File: config.mk
export PLATFORM = sky130hd
export DESIGN_NAME = hasti_sram_ctrl
export DESIGN_NICKNAME = d
export VERILOG_FILES = /design/src/rtl/hasti_sram_ctrl.sv
export SDC_FILE = /design/constraint.sdc
export NUM_CORES = 1
export LEC_CHECK = 0
export CAP_MARGIN = 20
export CORE_ASPECT_RATIO = 1.2
export CORE_MARGIN = 4
export CORE_UTILIZATION = 25
export CTS_CLUSTER_DIAMETER = 40
export DETAILED_ROUTE_END_ITERATION = 10
export MAX_ROUTING_LAYER = met4
export PLACE_DENSITY = 0.54
export SLEW_MARGIN = 20
export SYNTH_ARGS = -nofsm -noshare
export SYNTH_HDL_FRONTEND = slang
export SYNTH_SLANG_ARGS = --single-unit
File: constraint.sdc
create_clock -name clk -period 2.6 [get_ports clk]
set_input_delay 0.39 -clock clk [delete_from_list [all_inputs] [get_ports clk]]
set_output_delay 0.39 -clock clk [all_outputs]
set_load 0.1 [all_outputs]
File: src/rtl/hasti_sram_ctrl.sv
// AHB-Lite slave bridging 32-bit bus accesses onto a 256K x 16 asynchronous SRAM.
// Words become two halfword SRAM cycles (lo then hi); bytes/halfwords take one.
module hasti_sram_ctrl #(
    parameter int unsigned WAIT_STATES = 0
) (
    input  logic        clk,
    input  logic        reset,
    input  logic        hsel,
    input  logic [31:0] haddr,
    input  logic        hwrite,
    input  logic [2:0]  hsize,
    input  logic [1:0]  htrans,
    input  logic        hready_in,
    input  logic [31:0] hwdata,
    output logic [31:0] hrdata,
    output logic        hreadyout,
    output logic        hresp,
    output logic [17:0] sram_addr,
    output logic [15:0] sram_dq_o,
    output logic        sram_dq_oe,
    input  logic [15:0] sram_dq_i,
    output logic        sram_ce_n,
    output logic        sram_oe_n,
    output logic        sram_we_n,
    output logic        sram_ub_n,
    output logic        sram_lb_n
);

    localparam logic [3:0] WS = 4'(WAIT_STATES);

    typedef enum logic [2:0] {
        S_IDLE,
        S_RD,
        S_WR_SU,
        S_WR_PW,
        S_ERR1,
        S_ERR2
    } state_t;

    state_t      state, state_n;
    logic [18:0] addr_r;
    logic [1:0]  size_r;
    logic        half_r;
    logic [3:0]  cnt;

    logic        accept, bad_req, wait_done, word_r, more, advance, active;
    logic [18:0] nxt_addr;
    logic [1:0]  nxt_size;
    logic        nxt_half, nxt_sel;
    logic        unused_bits;

    assign unused_bits = &{1'b0, haddr[31:19], htrans[0]};

    // ERR2 already drives hreadyout=1, so a pipelined address phase there must be taken.
    assign accept    = (state == S_IDLE || state == S_ERR2) && hsel && hready_in && htrans[1];
    assign bad_req   = (hsize > 3'd2) ||
                       (hsize == 3'd1 && haddr[0]) ||
                       (hsize == 3'd2 && haddr[1:0] != 2'b00);
    assign wait_done = (cnt == WS);
    assign word_r    = (size_r == 2'd2);
    assign more      = word_r && !half_r;
    assign advance   = (state == S_RD || state == S_WR_PW) && wait_done && more;

    always_comb begin
        state_n = state;
        case (state)
            S_IDLE, S_ERR2: begin
                if (accept)
                    state_n = bad_req ? S_ERR1 : (hwrite ? S_WR_SU : S_RD);
                else
                    state_n = S_IDLE;
            end
            S_ERR1:  state_n = S_ERR2;
            S_RD:    if (wait_done) state_n = more ? S_RD : S_IDLE;
            S_WR_SU: state_n = S_WR_PW;
            S_WR_PW: if (wait_done) state_n = more ? S_WR_SU : S_IDLE;
            default: state_n = S_IDLE;
        endcase
    end

    // Control outputs are registered, so they are derived from next-cycle values.
    always_comb begin
        nxt_addr = accept ? haddr[18:0] : addr_r;
        nxt_size = accept ? hsize[1:0] : size_r;
        nxt_half = half_r;
        if (accept)
            nxt_half = 1'b0;
        else if (advance)
            nxt_half = 1'b1;
        nxt_sel = (nxt_size == 2'd2) ? nxt_half : nxt_addr[1];
        active  = (state_n == S_RD) || (state_n == S_WR_SU) || (state_n == S_WR_PW);
    end

    always_ff @(posedge clk or posedge reset) begin
        if (reset)
            state <= S_IDLE;
        else
            state <= state_n;
    end

    always_ff @(posedge clk or posedge reset) begin
        if (reset) begin
            addr_r     <= '0;
            size_r     <= '0;
            half_r     <= 1'b0;
            cnt        <= '0;
            hrdata     <= '0;
            sram_addr  <= '0;
            sram_ce_n  <= 1'b1;
            sram_oe_n  <= 1'b1;
            sram_we_n  <= 1'b1;
            sram_ub_n  <= 1'b1;
            sram_lb_n  <= 1'b1;
            sram_dq_oe <= 1'b0;
        end else begin
            addr_r <= nxt_addr;
            size_r <= nxt_size;
            half_r <= nxt_half;
            cnt    <= ((state == S_RD || state == S_WR_PW) && !wait_done) ? cnt + 4'd1 : '0;

            if (state == S_RD && wait_done) begin
                if (!word_r)
                    hrdata <= {sram_dq_i, sram_dq_i};
                else if (half_r)
                    hrdata[31:16] <= sram_dq_i;
                else
                    hrdata[15:0] <= sram_dq_i;
            end

            sram_ce_n  <= !active;
            sram_oe_n  <= (state_n != S_RD);
            sram_we_n  <= (state_n != S_WR_PW);
            sram_dq_oe <= (state_n == S_WR_SU) || (state_n == S_WR_PW);

            if (active)
                sram_addr <= {nxt_addr[18:2], nxt_sel};

            if (!active) begin
                sram_ub_n <= 1'b1;
                sram_lb_n <= 1'b1;
            end else if (state_n == S_RD || nxt_size != 2'd0) begin
                sram_ub_n <= 1'b0;
                sram_lb_n <= 1'b0;
            end else begin
                sram_ub_n <= ~nxt_addr[0];
                sram_lb_n <= nxt_addr[0];
            end
        end
    end

    assign sram_dq_o = ((size_r == 2'd2) ? half_r : addr_r[1]) ? hwdata[31:16] : hwdata[15:0];
    assign hreadyout = (state == S_IDLE) || (state == S_ERR2);
    assign hresp     = (state == S_ERR1) || (state == S_ERR2);

endmodule
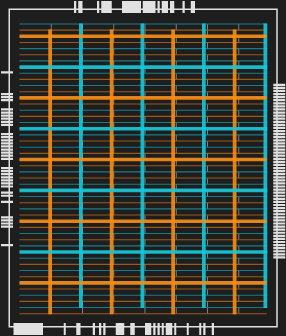
run_1/pdn.png
Pins as bars on the die edge. Tap cells in grey.
colour	net
cyan	VDD
orange	VSS
met4 straps	8
met1 rails	48
signal pins	164
tap cells	171
rows	47

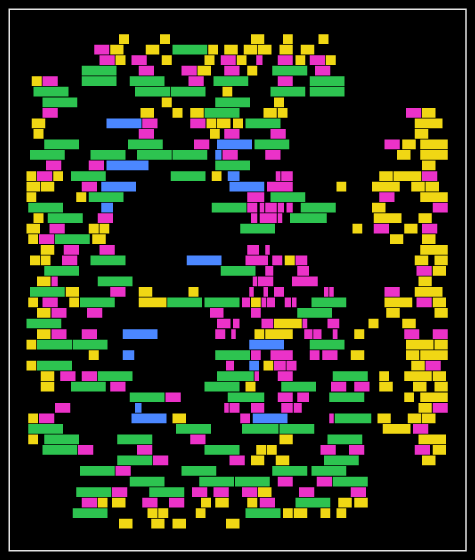
run_1/cell_classes.png
colour	class	cells	share of their area
blue	clock drivers and dummy loads	16	5.5%
green	flip-flops	85	39%
magenta	all other logic	146	26%
yellow	other buffers and delay cells	157	30%

==> CHANGELOG.md, run 1 <==
## Implementation

* CP cell instances: nand2b_2, a21oi_2, buf_4, mux2_2, buf_12
* Post-CTS sizing at 0
* Die width at 118 µm
* Detailed placer's ending HPWL at 6.83 mm
* Cell total in the yosys stat output at 240
* Initial DRC Count at 48
* Post-Syn Area per Cell at 15.0 µm²
* Net Count, Synth at 332
* Synth Instances at 240
* Crit path DAT at 1990 ps
* Setup CP Type: reg2out
* Data required, critical path at 2210 ps
* Worst-path maximum fanout at 16
* Max H-tree Level at 3
* CTS Buf Count at 9
* Top Layout Cells: 85 x mux2_2, 80 x dfrtp_1, 75 x clkdlybuf4s50_1
* Simple-Gate Area Share at 0.0539
* Async SR Flop Fraction at 1.00
* Initial antenna violation count at 0
* Core area at 13900 µm²
* Synth Flop Type: dfrtp_1
* Fillers at 1329
* Pre-CTS WS at 349 ps
* Total die size at 16400 µm²
* Main logic family: multiplexers
* Final WS setup at 224 ps
* Max cap viols at 0
* Mux cell area share at 0.269
* Flops at 85
* Fin. max-slew vios at 0
* Synth top cells by count: 85 x mux2_2, 80 x dfrtp_1, 8 x nor2_1
* Max reg flops at 32
* Critical Path Start Type: flop
* Total GRT Usage at 0.117
* Clk_buf instances at 9
* Post-synth top area cell: dfrtp_1
* Netlist cell types at 37
* Worst path depth at 5
* Worst clock skew at 5.76 ps
* # hold bufs at CTS at 0
* Non-clk invs at 7
* Post-Route WL at 9.00 mm
* DRT met1 WL at 3.75 mm
* Met3 wire length at 674 µm
* Design Area, Final at 5650 µm²
* Worst Max-Slew Pin Slew at 981 ps
* Outcome: completed
* Top Usage Layer GRT: met2
* Clock root buffer: clkbuf_16
* Largest Register: hrdata
* Max-slew headroom at 0.346
* Clk buf depth at 2
* Clock Sinks at 85
* Tool Warnings at 41
* DR top layer: met4
* GRT met1 Usage at 0.135
* XOR/XNOR Fraction of Synth Area at 0.00730
* Number of synthesized flops with an enable pin at 0
* Setup TNS at 0 ps
* Logic Gate Count at 139
* Finish-stage setup viols at 0
* First-pass GRT wire length at 14.8 mm
* Flop share of the area at 0.378
* Layout cells sized above 1 at 0.490
* Post-synth regs at 85
* Mapped cell area at 3600 µm²
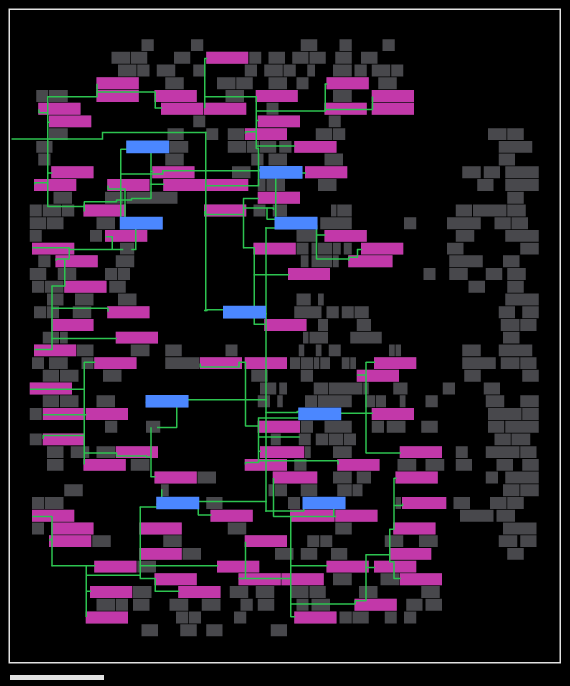
run_1/clock_map.png
The bar under the picture is 20 µm long.
[magenta] flip-flops | count: 85
[green] clock wires | length: 1130 µm
[blue] cells driving clock nets | count: 9
routed clock nets	10

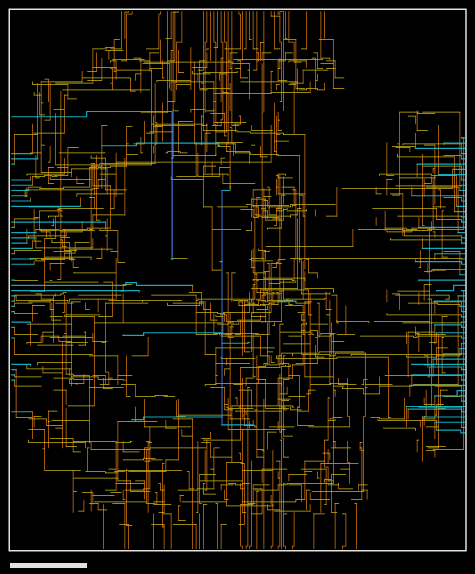
run_1/metal_stack.png
The bar under the picture is 20 µm long.
colour	layer	wire length
blue	met4	98.6 µm
yellow	met1	3750 µm
cyan	met3	675 µm
orange	met2	4480 µm

run_1/final_congestion.png
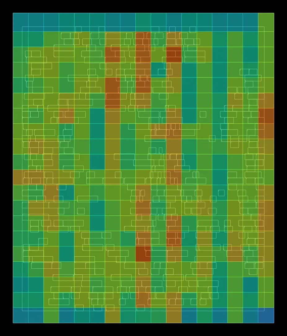

## Run 2: what changed since run 1
Settings changed: MAX_ROUTING_LAYER met4 to unset.
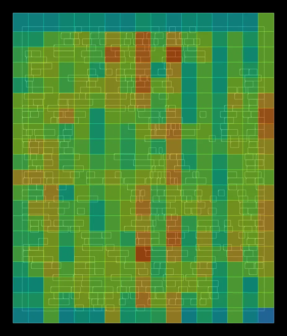
run_2/final_congestion.png
GRT met1 Usage: 0.133
Top Usage Layer GRT: met2
Util after Layout: 0.405
WL per Instance: 15.6 µm
GRT met2 Usage: 0.191

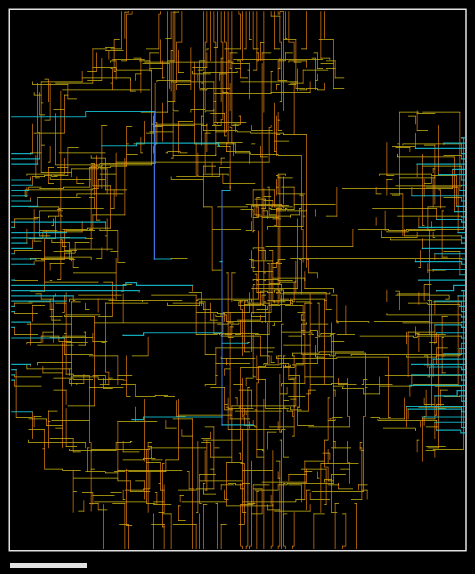
run_2/metal_stack.png
The bar under the picture is 20 µm long.
colour	layer	wire length
blue	met4	98.6 µm
cyan	met3	727 µm
orange	met2	4480 µm
yellow	met1	3680 µm
vias: 2532
Total GRT Usage: 0.113
Post-Route WL: 8.99 mm

==> run 2 against run 1 <==
- flip-flop count unchanged
- non-clock buffer count unchanged
- utilization unchanged
- clock skew about the same
- highest routed layer unchanged
- wire length decreased by 0.13%
- die area unchanged
- sequential share of layout area unchanged
==> CHANGELOG.md, run 2 <==
## Implementation

* Routability Congestion at 0.724
* Clock transition at path regs at 60 ps
* Initial DRC Count at 43
* Detailed placer's ending HPWL at 6.83 mm
* Most numerous cell in the Yosys netlist: mux2_2
* Mux cell area share at 0.269
* Clock Sinks at 85
* Met2 wire len at 4.48 mm
* Largest Register: hrdata
* XOR/XNOR Fraction of Synth Area at 0.00730
* Logic Gate Count at 139
* Die width at 118 µm
* Reg2Reg Depth at 6
* # Post-CTS Setup Buffers at 0
* Layout cells sized above 1 at 0.490
* CTS tree: built
* Setup TNS at 0 ps
* Number of synthesized flops with an enable pin at 0
* Pre-antenna DRT Iters at 3
* Gate Area at 1370 µm²
* Worst clock skew at 5.83 ps
* Synth Instances at 240
* Die H at 139 µm
* Port Buf Inserts at 149
* Tool Warnings at 41
* Fillers at 1329
* Non-clk invs at 7
* Top class by area: sequential cells
* Post-synth top area cell: dfrtp_1
* Fin. max-slew vios at 0
* Post-synth regs at 85
* R2R Path End: hrdata[13]$_DFFE_PP0P_
* Setup CP Type: reg2out
* RR Startpoint: cnt[0]$_DFF_PP0_
* Hold Slack at 401 ps
* Remaining Overflow, GRT at 0
* Worst path depth at 5
* Design Area, Final at 5650 µm²
* Async SR Flop Fraction at 1.00
* Mapped cell area at 3600 µm²
* Yosys chip area at 3600 µm²
* Clk_buf instances at 9
* Finish-stage setup viols at 0
* Nets at 491
* Area growth syn-to-layout at 57.0%
* Main logic family: multiplexers
* Dpl cells at 559
* Fp util at 0.258
* Worst setup EP type: primary output
* Dominant logic cell type in the layout: mux2_2
* Max reg flops at 32
* DR top layer: met4
* Seq/Total Area, Yosys at 0.593
* Clk buf depth at 2
* Well tap count at 171
* Flop share of the area at 0.378
* Io pins at 164
* Vias/cell at 4.40
* Final cell count without fillers at 575
* Clock root buffer: clkbuf_16
* First-pass GRT wire length at 14.8 mm
* Yosys Warn Count at 0
* # diodes at 0
* Rows at 47
* RSZ-0062 raised after global routing: no
* M3 GR Usage at 0.0463
* Net Count, Synth at 332
* Period utilization at 0.915
* WP buf/inv at 2
* Layout clock area frac at 0.0529
* Pre-CTS WS at 349 ps
* CP startpoint: size_r[0]$_DFF_PP0_
* FF/Latch Area at 2130 µm²
* # hold bufs at CTS at 0
* Top cells by area: dfrtp_1 56%, mux2_2 27%, dfstp_2 3.7%, buf_6 1.6%, nor3b_4 1.0%
* Max Clk Rate at 420 MHz
* Critical path's largest stage delay at 400 ps
* Initial antenna violation count at 0
* Top-area cell type share of the netlist area at 0.556
* Largest net degree at the start of global routing at 31
* Data buffer area share at 0.284
* Synth top cells by count: 85 x mux2_2, 80 x dfrtp_1, 8 x nor2_1
* Hold Crit Class: in2async
* Max H-tree Level at 3
* Worst-path maximum fanout at 16
* Flops at 85
* Cell total in the yosys stat output at 240
* Met3 wire length at 726 µm
* Post-CTS sizing at 0
* Adders+Majority by Area at 0.00695
* Family with the most delay on the worst path: buffers and inverters
* Post-Syn Area per Cell at 15.0 µm²
* Combinational share of cell area at 0.243
* Data required, critical path at 2210 ps
* Final WS setup at 220 ps
* Aoi share at 0.0417
* Final Hold Fails at 0
* DRT met1 WL at 3.68 mm
* Total die size at 16400 µm²
* Simple-Gate Area Share at 0.0539
* Worst Max-Slew Pin Slew at 975 ps
* Core area at 13900 µm²
* Synth Flop Type: dfrtp_1
* Placed Area at 5350 µm²
* Netlist cell types at 37
* Largest registers: hrdata: 32 flops, addr_r: 19 flops, sram_addr: 18 flops
* CTS Buf Count at 9
* CP cell instances: nand2b_2, a21oi_2, buf_4, mux2_2, buf_12
* Period minus WS final at 2380 ps
* Outcome: completed
* Critical path endpoint: sram_dq_o[1]
* # DRC at 0
* Slowest cell on crit path: mux2_2
* R2R setup slack at 550 ps
* Max cap viols at 0
* Antenna Nets Post-Route at 0
* Non-clk bufs at 157
* Crit path DAT at 1990 ps
* Top Layout Cells: 85 x mux2_2, 80 x dfrtp_1, 75 x clkdlybuf4s50_1
* Clk latency late pin at 330 ps
* Vias in the first global route at 2749
* Max-slew headroom at 0.350
* Critical Path Start Type: flop
